--- src/rtl/tty_write_arbiter.sv ---
// TTY write arbiter: keyboard receive FIFO plus single text-memory writer.
// Optional keyboard echo path enabled by defining TTY_ECHO_EN.
module tty_write_arbiter #(
  parameter int FIFO_DEPTH   = 4,
  parameter int STARVE_LIMIT = 3
) (
  input  logic       clk_50mhz,
  input  logic       rst_n,
  input  logic       kb_valid,
  input  logic [7:0] kb_ascii,
  input  logic       cpu_write,
  input  logic [7:0] cpu_wdata,
  input  logic       cpu_read,
  output logic [7:0] cpu_rdata,
  output logic       cpu_busy,
  output logic       kb_overrun,
  input  logic       vga_busy,
  output logic       vm_write,
  output logic [7:0] vm_data
);

  localparam int AW = $clog2(FIFO_DEPTH);

  if (FIFO_DEPTH < 2 || FIFO_DEPTH > 16 ||
      (FIFO_DEPTH & (FIFO_DEPTH - 1)) != 0 ||
      STARVE_LIMIT < 0) begin : g_bad_param
    $error("tty_write_arbiter: bad parameters");
  end

  typedef enum logic [1:0] {
    IDLE,
    ISSUE,
    WAIT
  } state_t;

  state_t state;
  state_t state_n;

  logic          grant_cpu;
  logic          grant_echo;
  logic          echo_req;
  logic          echo_wins;
  logic [7:0]    echo_data;
  logic          req;

  // ---------------- keyboard FIFO ----------------
  logic [7:0]    mem [FIFO_DEPTH];
  logic [AW:0]   wptr;
  logic [AW:0]   rptr;
  logic          empty;
  logic          full;
  logic          do_pop;
  logic          do_push;
  logic          ovr_set;

  assign empty = (wptr == rptr);
  assign full  = (wptr[AW] != rptr[AW]) &&
                 (wptr[AW-1:0] == rptr[AW-1:0]);

  // a pop in the same cycle makes room for a push into a full FIFO
  assign do_pop  = cpu_read && !empty;
  assign do_push = kb_valid && (!full || do_pop);
  assign ovr_set = kb_valid && full && !cpu_read;

  assign cpu_rdata = empty ? 8'hFF : mem[rptr[AW-1:0]];

  // storage array, written on every accepted keyboard character
  always_ff @(posedge clk_50mhz) begin
    if (do_push)
      mem[wptr[AW-1:0]] <= kb_ascii;
  end

  // read/write pointers with wrap bit for full/empty detection
  always_ff @(posedge clk_50mhz or negedge rst_n) begin
    if (!rst_n) begin
      wptr <= '0;
      rptr <= '0;
    end else begin
      if (do_push)
        wptr <= wptr + 1'b1;
      if (do_pop)
        rptr <= rptr + 1'b1;
    end
  end

  // sticky overrun; a same-cycle loss beats the clearing read
  always_ff @(posedge clk_50mhz or negedge rst_n) begin
    if (!rst_n)
      kb_overrun <= 1'b0;
    else if (ovr_set)
      kb_overrun <= 1'b1;
    else if (cpu_read)
      kb_overrun <= 1'b0;
  end

  // ---------------- CPU hold register ----------------
  logic [7:0]    cpu_hold;
  logic          cpu_hv;
  logic          cpu_take;

  assign cpu_take = cpu_write && (!cpu_hv || grant_cpu);
  assign cpu_busy = cpu_hv;

  // capture a CPU character when the slot is free or freed this cycle
  always_ff @(posedge clk_50mhz or negedge rst_n) begin
    if (!rst_n) begin
      cpu_hv   <= 1'b0;
      cpu_hold <= 8'h00;
    end else if (cpu_take) begin
      cpu_hv   <= 1'b1;
      cpu_hold <= cpu_wdata;
    end else if (grant_cpu) begin
      cpu_hv   <= 1'b0;
    end
  end

`ifdef TTY_ECHO_EN
  // ---------------- keyboard echo ----------------
  localparam int SW = $clog2(STARVE_LIMIT + 2);
  localparam logic [SW-1:0] LIMIT = SW'(STARVE_LIMIT);

  logic [7:0]    echo_hold;
  logic          echo_v;
  logic          echo_take;
  logic [SW-1:0] starve;

  assign echo_take = kb_valid && (!echo_v || grant_echo);

  // one-entry echo slot; a busy slot drops the new character
  always_ff @(posedge clk_50mhz or negedge rst_n) begin
    if (!rst_n) begin
      echo_v    <= 1'b0;
      echo_hold <= 8'h00;
    end else if (echo_take) begin
      echo_v    <= 1'b1;
      echo_hold <= kb_ascii;
    end else if (grant_echo) begin
      echo_v    <= 1'b0;
    end
  end

  // counts CPU wins while an echo is waiting
  always_ff @(posedge clk_50mhz or negedge rst_n) begin
    if (!rst_n)
      starve <= '0;
    else if (!echo_v || grant_echo)
      starve <= '0;
    else if (grant_cpu)
      starve <= starve + 1'b1;
  end

  assign echo_req  = echo_v;
  assign echo_data = echo_hold;
  assign echo_wins = echo_v &&
                     (!cpu_hv || starve == LIMIT);
`else
  assign echo_req  = 1'b0;
  assign echo_data = 8'h00;
  assign echo_wins = 1'b0;
`endif

  assign req = cpu_hv || echo_req;

  // ---------------- write FSM ----------------
  // state register
  always_ff @(posedge clk_50mhz or negedge rst_n) begin
    if (!rst_n)
      state <= IDLE;
    else
      state <= state_n;
  end

  // next state and grant selection
  always_comb begin
    state_n    = state;
    grant_cpu  = 1'b0;
    grant_echo = 1'b0;
    unique case (state)
      IDLE: begin
        if (!vga_busy && req) begin
          state_n = ISSUE;
          if (echo_wins)
            grant_echo = 1'b1;
          else
            grant_cpu  = 1'b1;
        end
      end
      ISSUE: state_n = WAIT;
      WAIT: begin
        if (!vga_busy)
          state_n = IDLE;
      end
      default: state_n = IDLE;
    endcase
  end

  assign vm_write = (state == ISSUE);

  // load the winner's character; held until the next grant
  always_ff @(posedge clk_50mhz or negedge rst_n) begin
    if (!rst_n)
      vm_data <= 8'h00;
    else if (grant_cpu)
      vm_data <= cpu_hold;
    else if (grant_echo)
      vm_data <= echo_data;
  end

endmodule

--- config.mk ---
export PLATFORM = sky130hd
export DESIGN_NAME = tty_write_arbiter
export DESIGN_NICKNAME = d
export VERILOG_FILES = /design/src/rtl/tty_write_arbiter.sv
export SDC_FILE = /design/constraint.sdc
export NUM_CORES = 1
export LEC_CHECK = 0
export CELL_PAD_IN_SITES_DETAIL_PLACEMENT = 0
export CELL_PAD_IN_SITES_GLOBAL_PLACEMENT = 1
export CORE_AREA = 2 2 100 63
export CTS_CLUSTER_SIZE = 20
export DETAILED_ROUTE_END_ITERATION = 8
export DIE_AREA = 0 0 102 65
export GPL_TIMING_DRIVEN = 0
export PLACE_DENSITY_LB_ADDON = 0.1
export SLEW_MARGIN = 20
export SYNTH_ARGS = -nofsm -noshare
export SYNTH_HDL_FRONTEND = slang
export SYNTH_SLANG_ARGS = --single-unit
--- constraint.sdc ---
create_clock -name clk_50mhz -period 2.2 [get_ports clk_50mhz]
set_input_delay 0.55 -clock clk_50mhz [delete_from_list [all_inputs] [get_ports clk_50mhz]]
set_output_delay 0.55 -clock clk_50mhz [all_outputs]
set_load 0.005 [all_outputs]
Cell classes on the final placement:
(4 px per um) Fill, decap, tap and diode cells in grey.
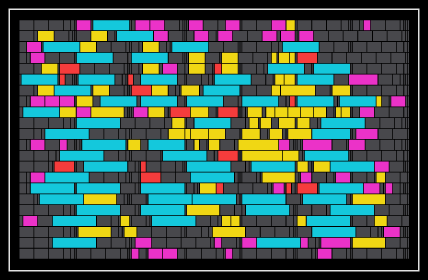
legend:
  yellow:
    class: remaining logic cells
    cells: 72
  cyan:
    class: sequential cells
    cells: 58
  red:
    class: clock drivers and dummy loads
    cells: 16
  magenta:
    class: remaining buffers and delay cells
    cells: 49
final core utilization: 54.3%
fin area: 0.00317 mm2
area of the placeable core: 0.00584 mm2
sequential cell area share: 50.9%
Rows: 22

Clock network drawn from the DEF:
(4 px per um)
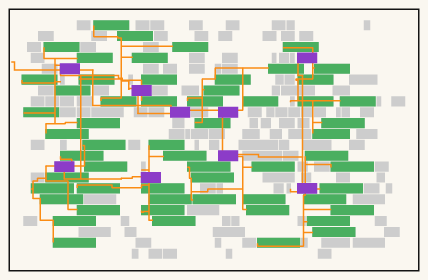
legend:
  orange:
    item: clock wires
    length: 666 um
  green:
    item: flip-flops
    count: 58
  purple:
    item: clock-net drivers
    count: 9
routed clock nets: 10
final clock skew: 4.69 ps
worst-skew pair later-pin latency: 330 ps

==> ci_impl_report.md <==
## Synthesis and layout report

| Metric | Value |
|---|---|
| Outcome | `finished, violations left` |
| Failing checks | `setup timing` |
| Largest net degree at the start of global routing | `27` |
| Pwr/cell area | `1430 mW/mm2` |
| Die height | `65 um` |
| Syn_area_per_cell | `18.5 um2` |
| Hold/Removal Path Class | `in -> async` |
| Standard cell with the maximum stage delay on the critical path | `sky130_fd_sc_hd__mux4_2` |
| Mapped Area | `0.00244 mm2` |
| Clock network power | `0.766 mW` |
| Arrival @ worst endpoint | `1800 ps` |
| Buffering stage count on the worst path with inverters included | `3` |
| Via density per instance | `4.87` |
| Die Wd | `102 um` |
| Register-to-Register Path Depth | `5` |
| I/O pin count | `41` |
| Critical path required time | `1650 ps` |
| Critical-path maximum fanout | `6` |
| TritonCTS clock tree | `built` |
| Fillers | `495` |
| Number of antenna repair diodes | `0` |
| Post-route DRC | `0` |
| Worst setup SP type | `flip-flop` |
| Cell with the most instances on the worst path | `sky130_fd_sc_hd__buf_6` |
| Critical path start-end classification | `reg -> out` |
| TritonCTS buffer count | `9` |
| Top routing layer in use | `met4` |
| Final ANT Viol Nets | `0` |
| Number of warnings in the stage logs | `31` |
| Worst slack after detailed placement | `-660 ps` |
| Core Util at FP | `41.9%` |
| Leading post-synthesis cells by cell area | `sky130_fd_sc_hd__edfxtp_1 (39%), sky130_fd_sc_hd__dfrtp_1 (27%), sky130_fd_sc_hd__mux4_1 (8.6%)` |
| Slew Limit Headroom | `55.3%` |
| Length of routed met3 wiring | `238 um` |
| Power in combinational cells | `2.03 mW` |
| Post-synth net total | `159` |
| Worst setup EP type | `primary output` |
| Sequential power | `1.75 mW` |
| Root buffer cell | `sky130_fd_sc_hd__clkbuf_8` |
| FF-to-FF setup slack | `100 ps` |
| Area figure in the yosys stat output | `0.00244 mm2` |
| Number of unique standard cell types used by synthesis | `27` |
| Largest area contributor in the synthesized netlist | `sky130_fd_sc_hd__edfxtp_1` |
| Residual overflow from global routing | `0` |
| Max-area cell share | `39.3%` |
| Synth Seq Share | `66.0%` |
| Share of post-route cells with drive strength above 1 | `37.4%` |
| Logic pwr share | `44.6%` |
| Hold violation total from the final report | `0` |
| Post-DP HPWL | `2.97 mm` |
| Launch point of the worst reg-to-reg path | `rptr[0]` |
| Number of nets in the layout | `217` |
| Setup crit start | `rptr[0]` |
| Worst setup path end | `cpu_rdata[0]` |
| Number of instances in the synthesized netlist | `132` |
| Count of synthesis-stage warnings from yosys | `0` |
| Number of cells on the critical path | `5` |
| GP Congestion | `0.744` |
| Clock share of power | `16.8%` |
| Switching portion of total power | `30.6%` |
| Length of routed wiring on met1 | `2.12 mm` |
| Met2 Wirelength | `2.16 mm` |
| Setup WS post-layout | `-153 ps` |
| GRT Util Overall | `15.4%` |
| Leak | `1.20 nW` |
| Cell count in the Yosys report | `132` |
| Post-synthesis register bit count | `58` |
| Switch Pwr | `1.39 mW` |
| Internal Dissipation | `3.15 mW` |
| Number of pins with negative max-slew slack in the final report | `0` |
| Iteration-0 DRC Markers | `86` |
| Post-synthesis to final-layout area growth | `29.8%` |
| Total iterations of the first detailed-routing run | `4` |
| Wire length per cell after detailed routing | `16.3 um` |
| Clock Pin Slew Worst Setup and Hold Paths | `60 ps` |
| Routed Wire Length | `4.56 mm` |
| Delay of the slowest cell on the worst path | `470 ps` |
| Final setup violation count | `8` |
| RSZ-0062 raised after global routing | `yes` |
| Number of H-tree branching levels | `3` |
| Via count of the first global-routing pass | `1400` |
| Final period utilization | `107%` |
| Tightest Pin Transition | `663 ps` |
| Highest clock frequency the design can meet | `425 MHz` |
| Total power consumption of the routed design | `4.55 mW` |
| Count of input and output buffers | `40` |
| Post-layout min period | `2350 ps` |
| Global-route wire length before repair | `7.26 mm` |
| Cell breakdown of the critical path | `buf_12, buf_6, mux4_2, or2_4, buf_6` |
| Number of clock sinks | `58` |
| Total number of vias | `1359` |
| Sequential share of power | `38.5%` |
| Overall die area | `0.00663 mm2` |
| Family with the most delay on the worst path | `multiplexers` |
| Post-CTS Hold Fix Bufs | `0` |
| Initial antenna violation count | `0` |
| Max capacitance violation total | `0` |
| Capture point of the worst reg-to-reg path | `wptr[1]` |
| Clock buffer depth | `2` |
| Worst vdd ir | `0.565 mV` |
| Final-layout worst hold slack | `227 ps` |
| Group drawing the most power | `combinational logic` |
kinds of logic after synthesis:
kind of cell,share of synthesized area (%)
buffers and inverters,1.38
adder cells (fa/ha/maj),2.56
multiplexers,16.9
AND/OR/NAND/NOR,6.51
XOR/XNOR,4.05
AND-OR/OR-AND,2.61
flip-flops,66.0
per-stage QoR:
stage | cell area [um2] | std cells | TNS (ps)
after floorplan | 2440 | 132 | 0
after global placement | 2950 | 256 | -7780
after detailed placement | 2940 | 256 | -7810
after CTS | 3200 | 279 | -2040
after global routing | 3170 | 279 | -1510
final | 3170 | 279 | -938
synthesized netlist by cell type:
cell type and n:
sky130_fd_sc_hd__a21boi_0 1, sky130_fd_sc_hd__a311o_1 1, sky130_fd_sc_hd__and3_2 4, sky130_fd_sc_hd__buf_4 1, sky130_fd_sc_hd__buf_6 1, sky130_fd_sc_hd__dfrtp_1 26
sky130_fd_sc_hd__edfxtp_1 32, sky130_fd_sc_hd__ha_1 5, sky130_fd_sc_hd__inv_1 4, sky130_fd_sc_hd__mux2_2 18, sky130_fd_sc_hd__mux4_1 8, sky130_fd_sc_hd__nand2_1 2
sky130_fd_sc_hd__nand2b_1 2, sky130_fd_sc_hd__nor2b_1 2, sky130_fd_sc_hd__nor3_1 1, sky130_fd_sc_hd__nor4_1 1, sky130_fd_sc_hd__nor4b_4 1, sky130_fd_sc_hd__o21bai_1 1
sky130_fd_sc_hd__o22ai_1 1, sky130_fd_sc_hd__o311ai_0 1, sky130_fd_sc_hd__o31ai_1 2, sky130_fd_sc_hd__o41ai_1 1, sky130_fd_sc_hd__or2_2 8, sky130_fd_sc_hd__or4_4 1
sky130_fd_sc_hd__xnor2_1 4, sky130_fd_sc_hd__xor2_1 1, sky130_fd_sc_hd__xor2_4 2
final cells by class:
type                    instances  area (um2)  area share (%)
multi-input cells              68         797            25.1
flip-flops and latches         58        1610            50.9
inverters                       4        15.0           0.474
plain buffers                   1        15.0           0.474
clock buffers                  11         131            4.14
repair buffers                 48         473            14.9
well taps                      84         105            3.31
clock inverters                 5        21.3           0.671
sequential cells by signal, summed over array words and instances (netlist names):
name        cells
mem            32
cpu_hold        8
state           2
vm_data         8
kb_overrun      1
wptr            3
cpu_busy        1
rptr            3
cell usage in the layout, fill, tap and decap left out, types with 4 or more instances in the layout:
cell type                         count
sky130_fd_sc_hd__buf_2                4
sky130_fd_sc_hd__buf_6                4
sky130_fd_sc_hd__clkbuf_8             9
sky130_fd_sc_hd__clkdlybuf4s50_1     31
sky130_fd_sc_hd__dfrtp_1             25
sky130_fd_sc_hd__edfxtp_1            32
sky130_fd_sc_hd__ha_1                 5
sky130_fd_sc_hd__inv_1                4
sky130_fd_sc_hd__mux2_2              18
sky130_fd_sc_hd__mux4_2               8
sky130_fd_sc_hd__or2_2                5
sky130_fd_sc_hd__xnor2_1              4
layer usage:
metal	GRT usage (%)	vias to the layer above
met1	20.4	695
li1	-	621
met3	5.83	5
met2	23.0	38
met4	6.00	0
met5	0	-
what timing repair did:
action                     CTS  global route
pin swaps                    1             3
gates cloned                 1             0
setup buffers                6             2
setup endpoints to repair    8            17
resized                     48             7
hold endpoints to repair     0             0
Power is estimated from default activity; no workload was simulated.
